[src/rtl/pulse_width_classifier.sv]
// pulse_width_classifier
// Multi-channel pulse width measurement and classification. Each channel
// measures the exact width of complete pulses of its selected polarity. It
// reports the width with a one-cycle strobe and classifies it against a
// shared [min_width, max_width] window. A live flag marks pulses that are
// still running and are already longer than max_width.

module pulse_width_classifier #(
    parameter int CHANNELS = 4,
    parameter int WIDTH    = 8
) (
    input  logic                         clk,
    input  logic                         rst,
    input  logic                         enable,
    input  logic [CHANNELS-1:0]          signal_in,
    input  logic [CHANNELS-1:0]          polarity,
    input  logic [WIDTH-1:0]             min_width,
    input  logic [WIDTH-1:0]             max_width,
    output logic [CHANNELS-1:0]          width_valid,
    output logic [CHANNELS*WIDTH-1:0]    width_out,
    output logic [CHANNELS-1:0]          in_range,
    output logic [CHANNELS-1:0]          too_short,
    output logic [CHANNELS-1:0]          too_long,
    output logic [CHANNELS-1:0]          overflow,
    output logic [CHANNELS-1:0]          long_active
);

    localparam logic [WIDTH-1:0] CNT_MAX = '1;
    localparam logic [WIDTH-1:0] CNT_ONE = WIDTH'(1);

    // Per-channel measurement state.
    logic [CHANNELS-1:0]            act;
    logic [CHANNELS-1:0]            act_prev_q, act_prev_d;
    logic [CHANNELS-1:0]            armed_q,    armed_d;
    logic [CHANNELS-1:0]            sat_q,      sat_d;
    logic [CHANNELS-1:0][WIDTH-1:0] cnt_q,      cnt_d;

    // Registered report outputs.
    logic [CHANNELS-1:0]            width_valid_q, width_valid_d;
    logic [CHANNELS-1:0][WIDTH-1:0] width_out_q,   width_out_d;
    logic [CHANNELS-1:0]            in_range_q,    in_range_d;
    logic [CHANNELS-1:0]            too_short_q,   too_short_d;
    logic [CHANNELS-1:0]            too_long_q,    too_long_d;
    logic [CHANNELS-1:0]            overflow_q,    overflow_d;

    // The active level follows polarity. The XNOR passes signal_in through
    // when polarity=1 and inverts it when polarity=0.
    assign act = ~(signal_in ^ polarity);

    // Next-state logic for every channel: edge detection, counting, reporting.
    always_comb begin
        // NOTE: every _d signal is first given its hold value, so no path through
        // the if/else tree can leave a signal unassigned and infer a latch.
        act_prev_d    = act;
        armed_d       = armed_q;
        sat_d         = sat_q;
        cnt_d         = cnt_q;
        width_valid_d = '0;
        width_out_d   = width_out_q;
        in_range_d    = in_range_q;
        too_short_d   = too_short_q;
        too_long_d    = too_long_q;
        overflow_d    = overflow_q;

        if (!enable) begin
            // Abandon any pulse in progress. Reports and flags keep their last values.
            cnt_d   = '0;
            armed_d = '0;
            sat_d   = '0;
        end else begin
            for (int c = 0; c < CHANNELS; c++) begin
                if (act[c] && !act_prev_q[c]) begin
                    // Leading edge: this edge is the first one that samples the pulse.
                    cnt_d[c]   = CNT_ONE;
                    armed_d[c] = 1'b1;
                    sat_d[c]   = 1'b0;
                end else if (act[c] && act_prev_q[c] && armed_q[c]) begin
                    // Continuing pulse: count, or saturate and remember that.
                    if (cnt_q[c] == CNT_MAX) begin
                        sat_d[c] = 1'b1;
                    end else begin
                        cnt_d[c] = cnt_q[c] + CNT_ONE;
                    end
                end else if (!act[c] && act_prev_q[c] && armed_q[c]) begin
                    // Trailing edge: report the width and classify it. The too_short
                    // test takes priority, so exactly one flag is set even when
                    // min_width > max_width.
                    width_out_d[c]   = cnt_q[c];
                    width_valid_d[c] = 1'b1;
                    overflow_d[c]    = sat_q[c];
                    in_range_d[c]    = 1'b0;
                    too_short_d[c]   = 1'b0;
                    too_long_d[c]    = 1'b0;
                    if (cnt_q[c] < min_width) begin
                        too_short_d[c] = 1'b1;
                    end else if (cnt_q[c] > max_width) begin
                        too_long_d[c]  = 1'b1;
                    end else begin
                        in_range_d[c]  = 1'b1;
                    end
                    cnt_d[c]   = '0;
                    armed_d[c] = 1'b0;
                end
                // An unarmed active level means the line was already active when
                // enable rose. Ignoring it means partial pulses are never reported.
            end
        end
    end

    // State and output registers with synchronous reset.
    always_ff @(posedge clk) begin
        // NOTE: sequential state uses non-blocking assignments only, so every
        // flop samples the value its _d signal had before this edge.
        if (rst) begin
            // NOTE: reset clears every register, report values included. The state
            // is small, and clearing it lets all outputs read 0 straight after reset.
            act_prev_q    <= '0;
            armed_q       <= '0;
            sat_q         <= '0;
            cnt_q         <= '0;
            width_valid_q <= '0;
            width_out_q   <= '0;
            in_range_q    <= '0;
            too_short_q   <= '0;
            too_long_q    <= '0;
            overflow_q    <= '0;
        end else begin
            act_prev_q    <= act_prev_d;
            armed_q       <= armed_d;
            sat_q         <= sat_d;
            cnt_q         <= cnt_d;
            width_valid_q <= width_valid_d;
            width_out_q   <= width_out_d;
            in_range_q    <= in_range_d;
            too_short_q   <= too_short_d;
            too_long_q    <= too_long_d;
            overflow_q    <= overflow_d;
        end
    end

    // Live "too long" flag, decoded from registers only.
    always_comb begin
        long_active = '0;
        for (int c = 0; c < CHANNELS; c++) begin
            long_active[c] = armed_q[c] && (cnt_q[c] > max_width);
        end
    end

    assign width_valid = width_valid_q;
    assign width_out   = width_out_q;
    assign in_range    = in_range_q;
    assign too_short   = too_short_q;
    assign too_long    = too_long_q;
    assign overflow    = overflow_q;

endmodule

[config.mk]
export PLATFORM = sky130hd
export DESIGN_NAME = pulse_width_classifier
export DESIGN_NICKNAME = d
export VERILOG_FILES = /design/src/rtl/pulse_width_classifier.sv
export SDC_FILE = /design/constraint.sdc
export NUM_CORES = 1
export LEC_CHECK = 0
export CAP_MARGIN = 5
export CORE_ASPECT_RATIO = 0.7
export CORE_MARGIN = 2
export CORE_UTILIZATION = 56
export CTS_BUF_LIST = sky130_fd_sc_hd__clkbuf_4
export CTS_CLUSTER_SIZE = 14
export DETAILED_ROUTE_END_ITERATION = 7
export GPL_TIMING_DRIVEN = 0
export PLACE_DENSITY = 0.95
export SLEW_MARGIN = 20
export SYNTH_ARGS = -nofsm -noshare
export SYNTH_HDL_FRONTEND = slang
export SYNTH_SLANG_ARGS = --single-unit
[constraint.sdc]
create_clock -name clk -period 2.85 [get_ports clk]
set_clock_uncertainty 0.05 [all_clocks]
set_input_delay 0.7125 -clock clk [delete_from_list [all_inputs] [get_ports clk]]
set_output_delay 0.7125 -clock clk [all_outputs]
set_load 0.03 [all_outputs]
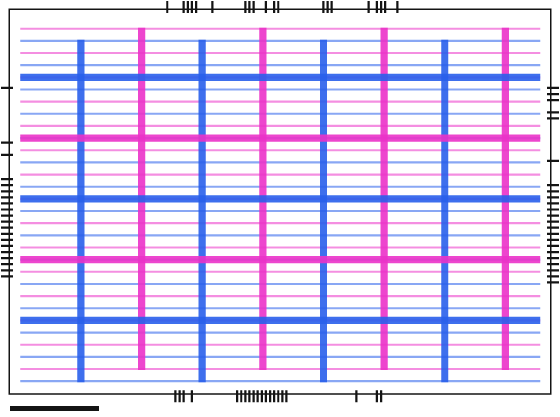
Figure 1: floorplan with the power grid.
Scale bar: 20 um. Pins as bars on the die edge.
Key: VDD = magenta; VSS = blue
The core has 29 rows. 83 signal pins sit on the boundary. 8 straps on met4. 5 straps on met5. 30 met1 rails follow the rows.

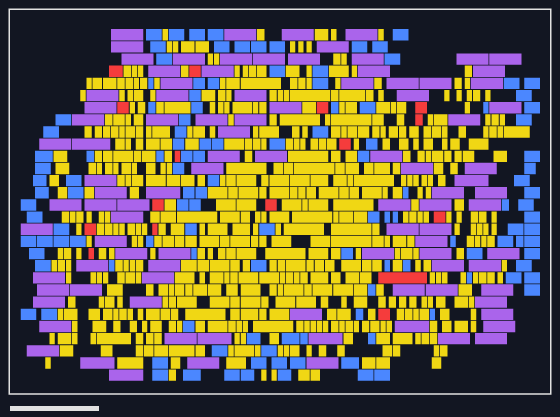
Figure 2: placement by cell class.
Scale bar: 20 um.
Key: remaining buffers and delay cells = blue [cells 124, share of their area 16%]; remaining logic cells = yellow [cells 546, share of their area 54%]; registers = purple [cells 96, share of their area 29%]; clock drivers and dummy loads = red [cells 16, share of their area 1.9%]

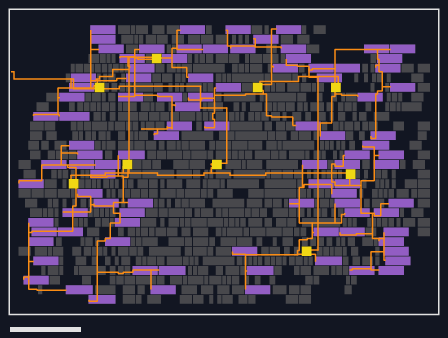
Figure 3: clock wires, drivers and flops.
Scale bar: 20 um.
Key: clock-net drivers = yellow [count 9]; flip-flops = purple [count 96]; clock wires = orange [length 1140 um]
Position of the flops: all over the die. There are 10 routed clock nets.

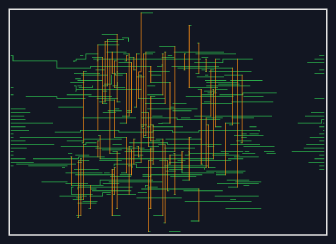
Figure 4: signal wires by layer.
Two of the layers only.
Key: M4 = orange [wire length 1250 um]; M3 = green [wire length 2220 um]

==> qor.txt <==
Tool warning count = 30
Clk_buf instances = 9
Pre-CTS WS = -981 ps
Syn Nets = 755
Inverters = 25
Total die size = 10400 um^2
Worst hold path type = flop to flop
Outcome = finished with violations
Req. time, crit path = 2090 ps
GR Overflow Total = 0
Crit-path max cell delay = 360 ps
Post-Route WL = 18200 um
Largest delay share family, worst path = buffers and inverters
Via density = 6.52
GR peak layer = met2
Crit. End Element = output port
Mean post-synth cell area = 8.06 um^2
Met3 wire length = 2220 um
Most common cell in the netlist = nand2_1
Tmin final = 2990 ps
CTS tree = built
FP Core Util = 0.583
GPL Wtd Cong = 0.947
# Taps = 124
Clock Power = 730 uW
Critical Path, Cell by Cell = buf_6, clkinvlp_4, ha_4, nand4_1, a21oi_2, o22a_1, and2_4, buf_6
FMAX = 334 MHz
Seq area share = 0.280
IO Port Bufs = 80
CP Launch Type = input pin
Failing checks = setup timing
Unrepaired setup endpoints after global routing = yes
Final worst setup slack = -143 ps
Seq pwr share = 0.572
Skew-Pair Late Insertion Delay = 480 ps
Synth warn = 0
Vias in the first global route = 5612
Maximum capacitance violations = 0
Top area contributor share = 0.359
Register bit total from synthesis = 96
# setup viols final = 4
Post_cts resized = 88
Chip width = 121 um
WL per Instance = 20.0 um
Met1 Wirelength = 6560 um
Flip-flops = 96
[final timing paths]
check,start,endpoint,slack [ps],cells past startpoint
max reg2reg,cnt_q[6],too_long[0],150,15
min reg2reg,too_short[1],too_short[1],420,2
max,max_width[7],long_active[2],-140,8
min,too_short[1],too_short[1],420,2
[logic make-up after synthesis]
group	synth area share
AOI/OAI and AO/OA	0.169
adders and majority gates	0.152
and+or+nand+nor	0.246
xor gates and xnor gates	0.0388
DFF	0.359
buffers and inverters	0.0355
[stage by stage]
stage	total power [mW]	cells	instance area (um^2)
after global routing	2.47	907	6900
after global placement	1.63	868	6320
final	2.40	907	6900
after CTS	2.37	904	6850
after floorplan	1.55	664	5360
after detailed placement	1.65	868	6320
Power is estimated from default activity; no workload was simulated.
